**Run 1: track usage over the die**

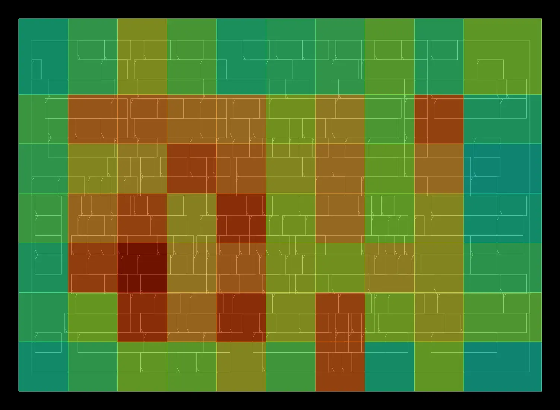
**Run 1: wire density map**

Scale: 4 px per µm. 15 x 10 tiles, from white (low) to dark blue (high), scaled to the fullest tile. Values are wire area over tile area, all layers added.
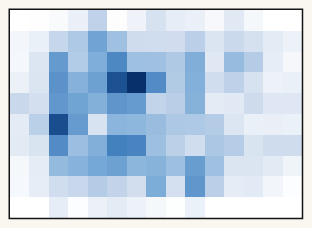
**Run 1: close-up of the layout**

Region (21, 1) to (51, 31) µm. Cells in gray, sequential cells in the stronger gray; small squares are vias.
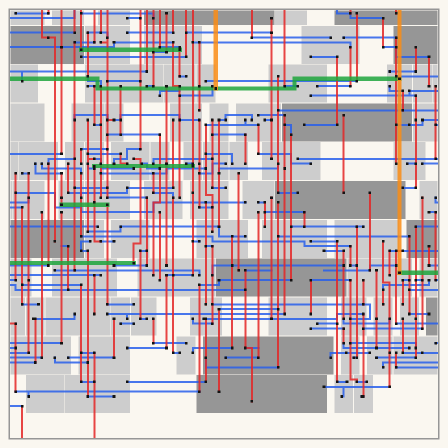
===== src/rtl/io_port_pkg.sv =====
// Shared types, defaults and small helpers for the I/O port sequencer.
// Default tables place channel 0 at the low byte of each packed vector.
package io_port_pkg;

    typedef enum logic [1:0] {
        IDLE   = 2'd0,
        WAIT   = 2'd1,
        ACTIVE = 2'd2,
        HOLD   = 2'd3
    } ioState_e;

    localparam int DEF_NCH    = 8;
    localparam int DEF_ADDR_W = 8;
    localparam int DEF_WAIT_W = 4;

    // ch7 .. ch0; ch0 masks off bit 0 so it answers at both 0x00 and 0x01
    localparam logic [DEF_NCH*DEF_ADDR_W-1:0] DEF_PORT_ADDR = {
        8'h80, 8'hFF, 8'h36, 8'h35, 8'h34, 8'h07, 8'h06, 8'h00
    };
    localparam logic [DEF_NCH*DEF_ADDR_W-1:0] DEF_PORT_MASK = {
        8'hFF, 8'hFF, 8'hFF, 8'hFF, 8'hFF, 8'hFF, 8'hFF, 8'hFE
    };

    function automatic logic singleStrobe(input logic rd, input logic wr);
        return rd ^ wr;
    endfunction

    function automatic logic selStrobe(input logic isWrite, input logic rd, input logic wr);
        return isWrite ? wr : rd;
    endfunction

endpackage


===== src/rtl/io_port_match.sv =====
// Masked address compare against every channel, then a priority encode
// so that the lowest matching channel index wins.
module io_port_match import io_port_pkg::*; #(
    parameter int NCH    = DEF_NCH,
    parameter int ADDR_W = DEF_ADDR_W,
    parameter int IDX_W  = (NCH > 1) ? $clog2(NCH) : 1,
    parameter logic [NCH*ADDR_W-1:0] PORT_ADDR = DEF_PORT_ADDR,
    parameter logic [NCH*ADDR_W-1:0] PORT_MASK = DEF_PORT_MASK
) (
    input  logic [ADDR_W-1:0] address,
    output logic              hit,
    output logic [IDX_W-1:0]  index
);

    logic [NCH-1:0] matchVec_s;

    // Per-channel masked compare
    always_comb begin
        matchVec_s = {NCH{1'b0}};
        for (int i = 0; i < NCH; i++) begin
            matchVec_s[i] = ((address & PORT_MASK[i*ADDR_W +: ADDR_W]) ==
                             (PORT_ADDR[i*ADDR_W +: ADDR_W] & PORT_MASK[i*ADDR_W +: ADDR_W]));
        end
    end

    // Priority encode: walk downward so the lowest index is written last
    always_comb begin
        hit   = |matchVec_s;
        index = {IDX_W{1'b0}};
        for (int i = NCH - 1; i >= 0; i--) begin
            index = matchVec_s[i] ? i[IDX_W-1:0] : index;
        end
    end

endmodule


===== src/rtl/io_port_sequencer.sv =====
// CPU I/O port sequencer: decodes the port address, drives registered
// chip selects, inserts per-channel wait states and commits writes.
module io_port_sequencer import io_port_pkg::*; #(
    parameter int NCH    = DEF_NCH,
    parameter int ADDR_W = DEF_ADDR_W,
    parameter int WAIT_W = DEF_WAIT_W,
    parameter logic [NCH*ADDR_W-1:0] PORT_ADDR = DEF_PORT_ADDR,
    parameter logic [NCH*ADDR_W-1:0] PORT_MASK = DEF_PORT_MASK,
    parameter logic [NCH*WAIT_W-1:0] WAIT_CYC  = {(NCH*WAIT_W){1'b0}}
) (
    input  logic              clock,
    input  logic              reset,
    input  logic [ADDR_W-1:0] address,
    input  logic              ioread,
    input  logic              iowrite,
    output logic [NCH-1:0]    rd_cs,
    output logic [NCH-1:0]    wr_cs,
    output logic [NCH-1:0]    wr_stb,
    output logic              io_ready,
    output logic              unmapped,
    output logic              busy
);

    localparam int IDX_W = (NCH > 1) ? $clog2(NCH) : 1;
    localparam logic [WAIT_W-1:0] WAIT_ONE  = {{(WAIT_W-1){1'b0}}, 1'b1};
    localparam logic [WAIT_W-1:0] WAIT_ZERO = {WAIT_W{1'b0}};

    ioState_e          state_r;
    logic              isWrite_r;
    logic [IDX_W-1:0]  chan_r;
    logic [WAIT_W-1:0] waitCnt_r;
    logic [NCH-1:0]    rdCs_r, wrCs_r, wrStb_r;
    logic              ioReady_r, unmapped_r, busy_r;

    logic              hit_s, startReq_s, strobe_s;
    logic [IDX_W-1:0]  matchIdx_s;
    logic [WAIT_W-1:0] waitSel_s;

    function automatic logic [NCH-1:0] chanOneHot(input logic [IDX_W-1:0] idx);
        logic [NCH-1:0] vec;
        vec      = {NCH{1'b0}};
        vec[idx] = 1'b1;
        return vec;
    endfunction

    io_port_match #(
        .NCH       (NCH),
        .ADDR_W    (ADDR_W),
        .IDX_W     (IDX_W),
        .PORT_ADDR (PORT_ADDR),
        .PORT_MASK (PORT_MASK)
    ) uMatch (
        .address (address),
        .hit     (hit_s),
        .index   (matchIdx_s)
    );

    assign startReq_s = singleStrobe(ioread, iowrite);
    assign strobe_s   = selStrobe(isWrite_r, ioread, iowrite);

    // Wait-state count of the channel currently being decoded
    always_comb begin
        waitSel_s = WAIT_ZERO;
        for (int i = 0; i < NCH; i++) begin
            waitSel_s = (matchIdx_s == i[IDX_W-1:0]) ? WAIT_CYC[i*WAIT_W +: WAIT_W] : waitSel_s;
        end
    end

    // Access sequencer; every output is a register updated here
    always_ff @(posedge clock or posedge reset) begin
        if (reset) begin
            state_r    <= IDLE;
            isWrite_r  <= 1'b0;
            chan_r     <= {IDX_W{1'b0}};
            waitCnt_r  <= WAIT_ZERO;
            rdCs_r     <= {NCH{1'b0}};
            wrCs_r     <= {NCH{1'b0}};
            wrStb_r    <= {NCH{1'b0}};
            ioReady_r  <= 1'b1;
            unmapped_r <= 1'b0;
            busy_r     <= 1'b0;
        end else begin
            wrStb_r    <= {NCH{1'b0}};
            unmapped_r <= 1'b0;
            case (state_r)
                IDLE: begin
                    if (startReq_s) begin
                        isWrite_r <= iowrite;
                        chan_r    <= matchIdx_s;
                        busy_r    <= 1'b1;
                        if (hit_s) begin
                            rdCs_r <= iowrite ? {NCH{1'b0}} : chanOneHot(matchIdx_s);
                            wrCs_r <= iowrite ? chanOneHot(matchIdx_s) : {NCH{1'b0}};
                            if (waitSel_s != WAIT_ZERO) begin
                                state_r   <= WAIT;
                                waitCnt_r <= waitSel_s;
                                ioReady_r <= 1'b0;
                            end else begin
                                state_r <= ACTIVE;
                            end
                        end else begin
                            state_r    <= HOLD;
                            unmapped_r <= 1'b1;
                        end
                    end
                end
                WAIT: begin
                    if (!strobe_s) begin
                        // Abort: the CPU gave up before the device was ready
                        state_r   <= IDLE;
                        rdCs_r    <= {NCH{1'b0}};
                        wrCs_r    <= {NCH{1'b0}};
                        waitCnt_r <= WAIT_ZERO;
                        ioReady_r <= 1'b1;
                        busy_r    <= 1'b0;
                    end else if (waitCnt_r == WAIT_ONE) begin
                        state_r   <= ACTIVE;
                        waitCnt_r <= WAIT_ZERO;
                        ioReady_r <= 1'b1;
                    end else begin
                        waitCnt_r <= waitCnt_r - WAIT_ONE;
                    end
                end
                ACTIVE: begin
                    if (!strobe_s) begin
                        state_r <= IDLE;
                        rdCs_r  <= {NCH{1'b0}};
                        wrCs_r  <= {NCH{1'b0}};
                        wrStb_r <= isWrite_r ? chanOneHot(chan_r) : {NCH{1'b0}};
                        busy_r  <= 1'b0;
                    end
                end
                HOLD: begin
                    if (!strobe_s) begin
                        state_r <= IDLE;
                        busy_r  <= 1'b0;
                    end
                end
                default: begin
                    state_r   <= IDLE;
                    rdCs_r    <= {NCH{1'b0}};
                    wrCs_r    <= {NCH{1'b0}};
                    waitCnt_r <= WAIT_ZERO;
                    ioReady_r <= 1'b1;
                    busy_r    <= 1'b0;
                end
            endcase
        end
    end

    assign rd_cs    = rdCs_r;
    assign wr_cs    = wrCs_r;
    assign wr_stb   = wrStb_r;
    assign io_ready = ioReady_r;
    assign unmapped = unmapped_r;
    assign busy     = busy_r;

endmodule

===== config.mk =====
export PLATFORM = sky130hd
export DESIGN_NAME = io_port_sequencer
export DESIGN_NICKNAME = d
export VERILOG_FILES = /design/src/rtl/io_port_pkg.sv /design/src/rtl/io_port_match.sv /design/src/rtl/io_port_sequencer.sv
export SDC_FILE = /design/constraint.sdc
export NUM_CORES = 1
export LEC_CHECK = 0
export CAP_MARGIN = 5
export CORE_ASPECT_RATIO = 0.7
export CORE_MARGIN = 1.5
export CORE_UTILIZATION = 54
export CTS_CLUSTER_DIAMETER = 120
export DETAILED_ROUTE_END_ITERATION = 7
export PLACE_DENSITY = 0.84
export SYNTH_ARGS = -nofsm -noshare
export SYNTH_HDL_FRONTEND = slang
export SYNTH_HIERARCHICAL = 1
export SYNTH_SLANG_ARGS = --single-unit

===== constraint.sdc =====
create_clock -name clock -period 5.6 [get_ports clock]
set_input_delay 1.12 -clock clock [delete_from_list [all_inputs] [get_ports clock]]
set_output_delay 1.12 -clock clock [all_outputs]
set_load 0.01 [all_outputs]

==> results_dict.tcl, run 1 <==
# collected from the flow reports
set metrics [dict create \
    arrival_ns 3.76 \
    antenna_left 0 \
    die_w_um 72.95 \
    die_y_um 51.96 \
    warnings 31 \
    path_delay_family "AND-OR/OR-AND gates" \
    end_kind "register" \
    ff_type "dfrtp_1" \
    use_met2 0.3930 \
    mux_share 0.03518 \
    cts_hold_buffers 0 \
    grt_pass1_vias 1442 \
    total_power_mw 0.8207 \
    edf_count 0 \
    met1_usage 0.3180 \
    worstPathCellList "clkdlybuf4s50_1 > nor4_4 > a22o_1 > a22oi_1 > o21ai_1 > nand2_2 > a2111oi_2 > nor2_2 > a22o_2" \
    chipArea_um2 3790 \
    cellPowerDensity_nw_per_um2 353.2 \
    synthMostInstantiatedCell "dfrtp_1" \
    dr_wl_met3_um 208 \
    hold_path_class "reg -> reg" \
    cts_num_sinks 36 \
    vias_per_cell 5.802 \
    num_io_pins 39 \
    min_from "rd_cs[7]$_DFFE_PP0P_" \
    clk_latency_ns 0.29 \
    crit_start "address[4]" \
    netlist_area_um2 1849 \
    grt_pass1_wl_um 6810 \
    dp.cells 244 \
    netlist_logic_family_top "simple AND/OR/NAND/NOR gates" \
    rrSetupSlack_ns 3.50 \
    cts_buffers 5 \
    use_met3 0.05814 \
    max-cap-violations 0 \
    clk_pin_slew_ns 0.07 \
    diodes 0 \
    maxSlewHeadroom 0.4075 \
    grt_max_degree 37 \
    yosysWarnings 6 \
    cts_buffer_depth 2 \
    internal_power_mw 0.5196 \
    min_period_over_period 0.6389 \
    maxUsedRoutingLayer "met4" \
    rows 17 \
    portBuffers 37 \
    peakVddDrop_mv 0.3077 \
    comb_power_share 0.368 \
    cts-htree-levels 2 \
    setup_viol 0 \
    layout_setup_ws_ns 2.022 \
    cp-start-kind "input pin" \
    pre_cts_ws_ns 1.740 \
    post-cts-setup-buffers 0 \
    cp.required_ns 5.78 \
    leakage_nw 0.9891 \
    cts_tree "done" \
    period_minus_slack_ns 3.578 \
    synth_cell_types 44 \
    path_buffers 1 \
    hold_violations 0 \
    wl_met1_um 1752 \
    nets 223 \
    grt_antenna_before_repair 0 \
    cts-root-buf "clkbuf_8" \
    seqPwrFrac 0.398 \
    netlist_instances 167 \
    common_cells "dfrtp_1 (36), nor2_1 (17), a22o_1 (10)" \
    finalClockSkew_ns 0.003797 \
    aoi_share 0.1827 \
    syn_avg_cell_area_um2 11.07 \
    status "completed" \
    placed_cell_area_um2 2230 \
    yosys_area_um2 1849 \
    drc_errors 0 \
    r2r_start "state_r[0]$_DFFE_PP0P_" \
    drtIter0Drc 104 \
    area_delta_synth_final_pct 25.64 \
    top_cell_area_share 0.4871 \
    busiest_layer "met2" \
    crit_type "in -> reg" \
    ys.flops 36 \
    finalSetupTns_ns 0 \
    swShare 0.3669 \
    fin_cells 252 \
    worstReg2RegEnd "wr_cs[3]$_DFFE_PP0P_" \
    max_freq_mhz 279.5 \
    gp_congestion 0.8559 \
    max_stage_delay_ns 0.51 \
    fp_util 0.5758 \
    clock_power_share 0.233 \
    critPathMaxFanout 16 \
    drive_gt1_frac 0.1220 \
    syn_nets 186 \
    lay_top_count "clkdlybuf4s50_1" \
    cp.depth 9 \
]
About 'track usage over the die':
Total GRT Usage: 0.2465
fin util: 0.7234

About 'wire density map':
fullest tile	0.64
tiles over half the peak	14%
nearly empty tiles	10%
densest ninth of the die	middle
mean over tiles	0.17
emptiest ninth of the die	bottom right
routed len/inst: 15.63 µm
Detailed Route WL: 3938 µm

About 'close-up of the layout':
color	layer
blue	metal 1
green	metal 3
orange	metal 4
red	metal 2
sequential cells in the window	7
cells with their middle in the window	67
netlist names of flops here include	chan_r (2), waitCnt_r (2)
most frequent	nor2_1 (8), dfrtp_1 (7), ha_1 (6)

-- run 1: power groups by stage --
| stage | combinational [mW] | sequential [mW] | clock [mW] |
|---|---|---|---|
| floorplan | 0.248 | 0.322 | 0 |
| CTS | 0.302 | 0.327 | 0.195 |
| global route | 0.340 | 0.333 | 0.208 |
| detailed placement | 0.301 | 0.332 | 0 |
| global placement | 0.283 | 0.329 | 0 |
| finish | 0.302 | 0.327 | 0.192 |
-- run 1: layout make-up --
cell class | count | area (µm²) | area share
Timing Repair Buffer | 38 | 377.9 | 0.1626
Tap cell | 47 | 58.81 | 0.02531
Multi-Input combinational cell | 117 | 869.6 | 0.3743
Clock buffer | 7 | 86.33 | 0.03716
Inverter | 6 | 22.52 | 0.009693
Sequential cell | 36 | 900.9 | 0.3877
Clock inverter | 1 | 7.507 | 0.003231
**Run 1: gate-type map**

Scale: 8 px per µm.
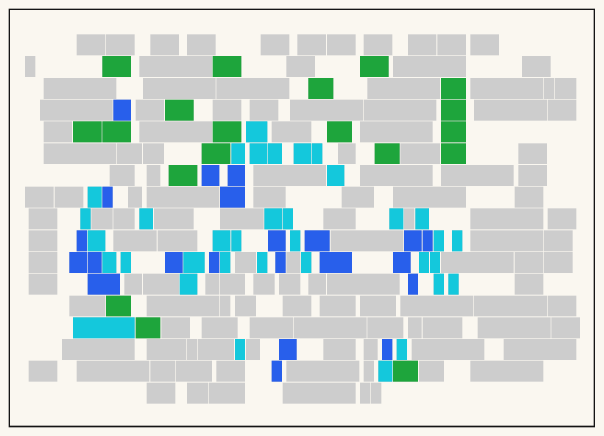

==> run 2: changes to the inputs <==
- CORE_UTILIZATION: 54 -> 50
- PLACE_DENSITY: 0.84 -> 0.79
- clock period: 5.6 -> 3.55 ns (I/O delays scaled with it)
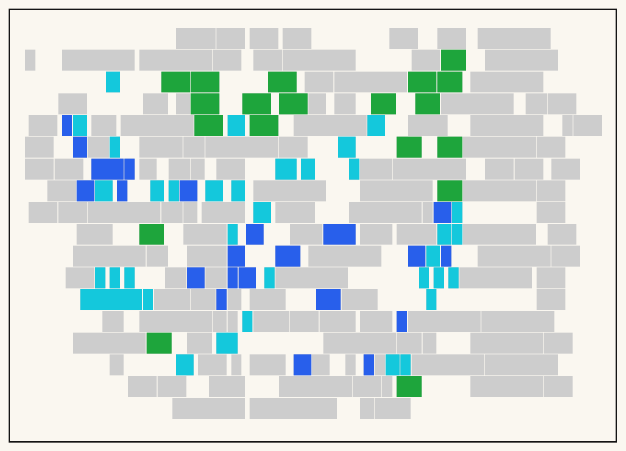
**Above:** run 2 (gate-type map).
Scale: 8 px per µm.
color	family	cells
cyan	NOR gates	35
blue	NAND gates	22
green	AND-OR and OR-AND gates	19
multi-input gate share of total cell area: 0.3691
Commonest Layout Cell: clkdlybuf4s50_1
final instance count without filler cells: 257

==> run 2 against run 1 <==
  * Total power grew 64%
  * Cell area grew 1.4%
  * Flip-flop count did not move
  * Wire length decreased by 0.66%
  * Clock skew rose by 0.0052 ns
  * Die area is 7.6% higher
  * Synthesized area is the same
  * Core utilization decreased by 5.7 points
  * Highest routed layer unchanged
==> results_dict.tcl, run 2 <==
# collected from the flow reports
set metrics [dict create \
    status "completed" \
    cts_tree "done" \
    num-nonclk-inverters 6 \
    swShare 0.3518 \
    leakage_nw 1.011 \
    wl_um 3912 \
    portBuffers 37 \
    power.group.top "registers" \
    critPathMaxFanout 16 \
    end_kind "register" \
    nets 225 \
    seq_cells 36 \
    drtIter0Drc 55 \
    cts_hold_buffers 0 \
    seq_area_frac 0.3824 \
    post-cts-setup-buffers 0 \
    drc_errors 0 \
    clkbuf_count 6 \
    clk_pin_slew_ns 0.07 \
    rrSetupSlack_ns 1.47 \
    cts-htree-levels 2 \
    hold_path_class "reg -> reg" \
    p_comb_mw 0.470 \
    synth_cell_types 44 \
    cellPowerDensity_nw_per_um2 570.5 \
    ys_sh_simple 0.1888 \
    logic_area_um2 869.6 \
    grt.total_usage 0.2152 \
    nonClkBufAreaFrac 0.1668 \
    cts_buffers 5 \
    top_cell_area_share 0.4871 \
    grt_pass1_wl_um 6389 \
    comb_power_share 0.350 \
    cts_buffer_depth 2 \
    drive_gt1_frac 0.1304 \
    max_freq_mhz 321.6 \
    hold_violations 0 \
    taps 50 \
    finalSetupTns_ns 0 \
    netlist_logic_family_top "simple AND/OR/NAND/NOR gates" \
    netlist_area_um2 1849 \
    syn_avg_cell_area_um2 11.07 \
    dp.cells 249 \
    internal_power_mw 0.8712 \
    most-common-layout-cells "clkdlybuf4s50_1 (37), dfrtp_1 (36), nor2_1 (17)" \
    area_delta_synth_final_pct 27.40 \
    wl_per_cell_um 15.22 \
    fp_util 0.5230 \
    vias_per_cell 5.603 \
    min_period_over_period 0.8760 \
    die_w_um 75.69 \
    yosysWarnings 6 \
    placed_cell_area_um2 2248 \
    mux_share 0.03518 \
    cts-root-buf "clkbuf_8" \
    layout_setup_ws_ns 0.4402 \
    power.switching_mw 0.4728 \
    cts_num_sinks 36 \
    crit_type "in -> reg" \
    die_y_um 53.88 \
    max-cap-violations 0 \
    nFillCells 274 \
    seqCellArea_um2 900.9 \
    cp-start-kind "input pin" \
    logic_gates 117 \
    common_cells "dfrtp_1 (36), nor2_1 (17), a22o_1 (10)" \
    grt_max_degree 37 \
    antenna_left 0 \
    total_power_mw 1.344 \
    ff_type "dfrtp_1" \
    diodes 0 \
    largest_class "sequential cells" \
    chipArea_um2 4078 \
    period_minus_slack_ns 3.110 \
    edf_count 0 \
    peakVddDrop_mv 0.3187 \
    netlist_instances 167 \
    clock_area_frac 0.04567 \
    warnings 31 \
    rows 18 \
    r2r_start "state_r[0]$_DFFE_PP0P_" \
    maxSlewHeadroom 0.5845 \
    arrival_ns 3.28 \
    buffers 40 \
    grt_antenna_before_repair 0 \
    pg_seq_mw 0.519 \
    yosys_area_um2 1849 \
    fin_util 0.6663 \
    ys.flops 36 \
    gp_congestion 0.8513 \
    pre_cts_ws_ns 0.1405 \
    syn_nets 186 \
    grt_pass1_vias 1330 \
]
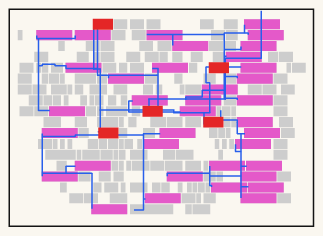
**Above:** run 2 (routed clock nets over the placement).
Scale: 4 px per µm.
[magenta] flip-flops | count: 36
[red] clock drivers | count: 5
[blue] clock wires | length: 458 µm
flops lie	all over the die
routed clock nets	6
Power Clock: 0.355 mW
final clock skew: 0.009013 ns
clk_lat worst skew: 0.29 ns
clock share of power: 0.264

-- run 2: cell counts after synthesis --
Identical to the previous run, type by type.
-- run 2: cells by family after synthesis --
group           count (synthesis)
mux                             6
fa+ha+maj                       7
xor+xnor                        3
simple gates                   61
other cells                     1
flops                          36
compound gates                 39
buf+inv                        14
-- run 2: metal layers --
metal  part of all wire  global-route usage  routed length [µm]  vias up
li1                   -                   -                   -      683
met3              0.037             0.05056                 143        5
met2               0.46              0.3348                1817       38
met1               0.49              0.3017                1925      714
met5                  0                   0                   0        -
met4             0.0064             0.06250                  25        0
-- run 2: worst max-delay path: stages --
cell and delay (ns):
clkdlybuf4s50_1 0.51, nor4_4 0.44, a22o_1 0.20, a22oi_1 0.06
o21ai_1 0.34, nand2_2 0.12, a2111oi_2 0.40, nor2_2 0.20
a22o_2 0.30
Power and IR drop assume default switching activity.
